**Pin map**

The bar under the picture is 20 microns long. Pins as bars across the die edge, other pins in gray.
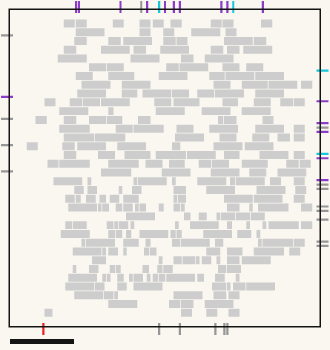
**A small window of the routed layout**

The bar under the picture is 5 microns long. Window x 38 to 58, y 59 to 79 microns. Cells in gray, sequential cells in the stronger gray; small squares are vias.
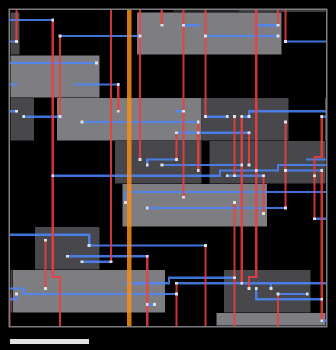
**Wiring heat map**

The die is cut into 19 by 20 equal tiles; white is low, dark blue is high, scaled to the fullest tile. Values are wire area over tile area, all layers added.
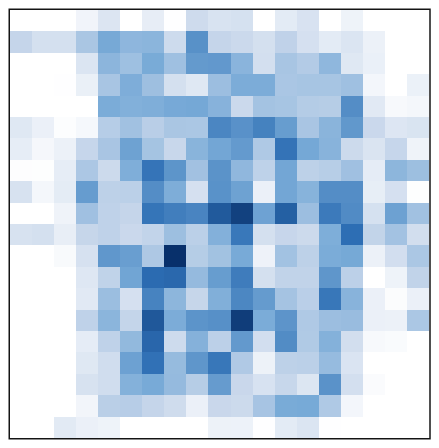
**The clock network**

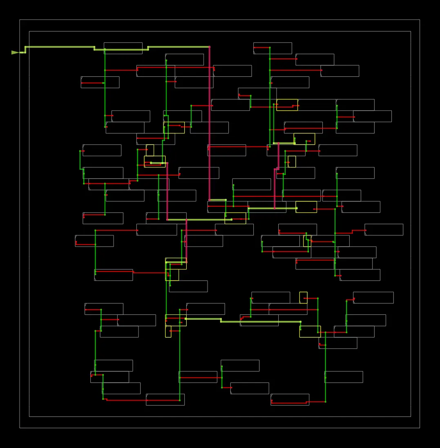
--- src/rtl/digit_scan_ctrl.sv ---
// Multiplexed common-anode digit scanner: double-buffered digit codes/blanks,
// ascending slot scan and per-slot PWM brightness, all outputs registered.
module digit_scan_ctrl #(
    parameter int NUM_DIGITS = 4,
    parameter int DIGIT_W    = 4,
    parameter int TICK_DIV   = 262144,
    parameter int BRIGHT_W   = 4
) (
    input  logic                          clk,
    input  logic                          reset,
    input  logic [NUM_DIGITS*DIGIT_W-1:0] data_in,
    input  logic [NUM_DIGITS-1:0]         blank_in,
    input  logic                          load,
    input  logic [BRIGHT_W-1:0]           brightness,
    output logic [DIGIT_W-1:0]            muxd,
    output logic [NUM_DIGITS-1:0]         adrive,
    output logic [$clog2(NUM_DIGITS)-1:0] digit_sel,
    output logic                          pending,
    output logic                          frame_start
);

    localparam int CNT_W = $clog2(TICK_DIV);
    localparam int SEL_W = $clog2(NUM_DIGITS);
    localparam logic [CNT_W-1:0] CNT_LAST  = CNT_W'(TICK_DIV - 1);
    localparam logic [CNT_W-1:0] L_STEP    = CNT_W'(TICK_DIV / (2 ** BRIGHT_W));
    localparam logic [SEL_W-1:0] SLOT_LAST = SEL_W'(NUM_DIGITS - 1);

    logic [CNT_W-1:0]                      r_cnt;
    logic [SEL_W-1:0]                      r_slot;
    logic [BRIGHT_W-1:0]                   r_bright;
    logic [NUM_DIGITS-1:0][DIGIT_W-1:0]    r_shd_code;
    logic [NUM_DIGITS-1:0]                 r_shd_blank;
    logic [NUM_DIGITS-1:0][DIGIT_W-1:0]    r_act_code;
    logic [NUM_DIGITS-1:0]                 r_act_blank;
    logic                                  r_pending;
    logic [DIGIT_W-1:0]                    r_muxd;
    logic [NUM_DIGITS-1:0]                 r_adrive;
    logic [SEL_W-1:0]                      r_digit_sel;
    logic                                  r_frame_d1;
    logic                                  r_frame_start;

    logic                                  w_slot_end;
    logic                                  w_frame_bnd;
    logic [CNT_W-1:0]                      w_on_limit;
    logic [DIGIT_W-1:0]                    w_cur_code;
    logic                                  w_cur_blank;
    logic                                  w_lit;
    logic [NUM_DIGITS-1:0]                 w_sel_onehot;

    assign w_slot_end   = (r_cnt == CNT_LAST);
    assign w_frame_bnd  = w_slot_end && (r_slot == SLOT_LAST);
    assign w_on_limit   = CNT_W'(r_bright) * L_STEP;
    assign w_cur_code   = r_act_code[r_slot];
    assign w_cur_blank  = r_act_blank[r_slot];
    assign w_lit        = (r_cnt < w_on_limit) && !w_cur_blank;
    assign w_sel_onehot = NUM_DIGITS'(1) << r_slot;

    // Prescaler and slot index; brightness is latched on the edge that opens
    // the next slot so the duty level is stable for the whole slot.
    always_ff @(posedge clk or negedge reset) begin
        if (!reset) begin
            r_cnt    <= '0;
            r_slot   <= '0;
            r_bright <= '0;
        end else begin
            r_cnt <= w_slot_end ? '0 : r_cnt + CNT_W'(1);
            if (w_slot_end) begin
                r_slot   <= (r_slot == SLOT_LAST) ? '0 : r_slot + SEL_W'(1);
                r_bright <= brightness;
            end
        end
    end

    // NOTE: the digit buffers are a handful of flops rather than a RAM, so they
    // take the async reset; blanks reset to ones so nothing lights before a load.
    always_ff @(posedge clk or negedge reset) begin
        if (!reset) begin
            r_shd_code  <= '0;
            r_shd_blank <= '1;
            r_act_code  <= '0;
            r_act_blank <= '1;
            r_pending   <= 1'b0;
        end else begin
            // NOTE: non-blocking assignments let a load on the boundary edge land in
            // the shadow while the active buffer still copies the pre-load shadow.
            if (load) begin
                r_shd_code  <= data_in;
                r_shd_blank <= blank_in;
            end
            if (w_frame_bnd && r_pending) begin
                r_act_code  <= r_shd_code;
                r_act_blank <= r_shd_blank;
            end
            if (load) begin
                r_pending <= 1'b1;
            end else if (w_frame_bnd) begin
                r_pending <= 1'b0;
            end
        end
    end

    // Output stage: one clock behind the scan state; frame_start needs two
    // stages so it lines up with the first digit_sel==0 of the new frame.
    always_ff @(posedge clk or negedge reset) begin
        if (!reset) begin
            r_muxd        <= '0;
            r_adrive      <= '1;
            r_digit_sel   <= '0;
            r_frame_d1    <= 1'b0;
            r_frame_start <= 1'b0;
        end else begin
            r_muxd        <= w_cur_code;
            r_adrive      <= w_lit ? ~w_sel_onehot : '1;
            r_digit_sel   <= r_slot;
            r_frame_d1    <= w_frame_bnd;
            r_frame_start <= r_frame_d1;
        end
    end

    assign muxd        = r_muxd;
    assign adrive      = r_adrive;
    assign digit_sel   = r_digit_sel;
    assign pending     = r_pending;
    assign frame_start = r_frame_start;

endmodule
--- config.mk ---
export PLATFORM = sky130hd
export DESIGN_NAME = digit_scan_ctrl
export DESIGN_NICKNAME = d
export VERILOG_FILES = /design/src/rtl/digit_scan_ctrl.sv
export SDC_FILE = /design/constraint.sdc
export NUM_CORES = 1
export LEC_CHECK = 0
export CORE_AREA = 2 2 94 96
export DETAILED_ROUTE_END_ITERATION = 7
export DIE_AREA = 0 0 96 98
export HOLD_SLACK_MARGIN = 0.06
export PLACE_DENSITY_LB_ADDON = 0.15
export SLEW_MARGIN = 20
export SYNTH_ARGS = -nofsm -noshare
export SYNTH_HDL_FRONTEND = slang
export SYNTH_SLANG_ARGS = --single-unit
export TNS_END_PERCENT = 5
--- constraint.sdc ---
create_clock -name clk -period 6.42 [get_ports clk]
set_input_delay 1.284 -clock clk [delete_from_list [all_inputs] [get_ports clk]]
set_output_delay 1.284 -clock clk [all_outputs]
set_load 0.005 [all_outputs]
==> run summary <==
Flow results are below.

- The worst path uses 40.8% of the clock period.
- Global routing consumed, on the met2 layer, 17.7% of the routing resources.
- Measured along the x axis, the die boundary spans 96 microns.
- For reference, simple AND, OR, NAND and NOR cells occupy 7.96% of the area reported after synthesis.
- The area of combinational cells with multiple inputs is 0.00123 sq mm, for reference.
- In this run the post-CTS setup repair buffer count came out at 0.
- The largest vdd supply drop is 0.0761 mV, for reference.
- The sequential logic power is a little over 0.5 mW, for reference.
- The aggregate negative setup slack is 0 ps, for reference.
- The capture point of the worst register-to-register path is recorded as r_act_code[2]$_DFFE_PN0P_.
- The internal portion of total power is 0.661 mW, for reference.
- The kind of cell with the highest combined delay on the critical path is flip-flops, for reference.
- The highest metal layer carrying signal wires in the routed design is met4.
- In this run the deepest clock path goes through 2 buffers.
- In the layout the commonest cells are sky130_fd_sc_hd__dfrtp_1, sky130_fd_sc_hd__clkdlybuf4s50_1, sky130_fd_sc_hd__mux2_2.
- The number of antenna cells inserted is 0, for reference.
- The post-detailed-route via-to-cell ratio is 4.76, for reference.
- The estimated wirelength of the detail-placed design is 3410 microns, for reference.
- The tally of max-capacitance violations is 0, for reference.
- Nets still carrying antenna violations after routing amount to 0.
- Based on the critical path, the design can be clocked at up to 382 MHz.
- Warnings raised by the tools during the run amount to 29.
- The post-cts gate resize count is 0, for reference.
- The run finished with clean final reports.
- After layout, the buffer instance count without clock buffers stands at 39.
- The STA report counts the stages on the worst setup path as 1.
- The routed design uses about 200 microns of met3 wire.
- The flow reports power dissipated in the clock network as 0.301 mW.
- The area added between synthesis and finish is 19.6%, for reference.
- STA shows the worst reg2reg path with a cell count of 4.
- The count of multi-input combinational gates is 128, for reference.
- The dominant synthesized flop cell is sky130_fd_sc_hd__dfrtp_1, for reference.
-- 'pin map' (at the start) --
reset -> red  # pins 1, direction input, edge bottom
data_in -> purple  # pins 16, direction input, edge 10 top, 5 right, 1 left
muxd -> cyan  # pins 4, direction output, edge 2 top, 2 right
all pins by edge = 15 right, 13 top, 6 bottom, 5 left

-- 'a small window of the routed layout' (at the start) --
M4 -> orange
M1 -> blue
M2 -> red
sequential cells in the window = 5
netlist names of flops here include = r_act_code (3)
cells with their middle in the window = 10
most frequent = dfrtp_1 (4), mux2_4 (3)

-- 'wiring heat map' (at the start) --
fullest tile = 0.31
tiles over half the peak = 19%
emptiest ninth of the die = bottom left
mean over tiles = 0.087
densest ninth of the die = middle
aggregate routed wire length: 5260 microns
total routing resource utilization after global routing: 12.6%
Via Count: 1799
detail-routed net length per standard cell: 13.9 microns

-- 'the clock network' (at the start) --
TritonCTS Buffers: 9
FF+latch count: 77

Power and IR drop assume default switching activity.
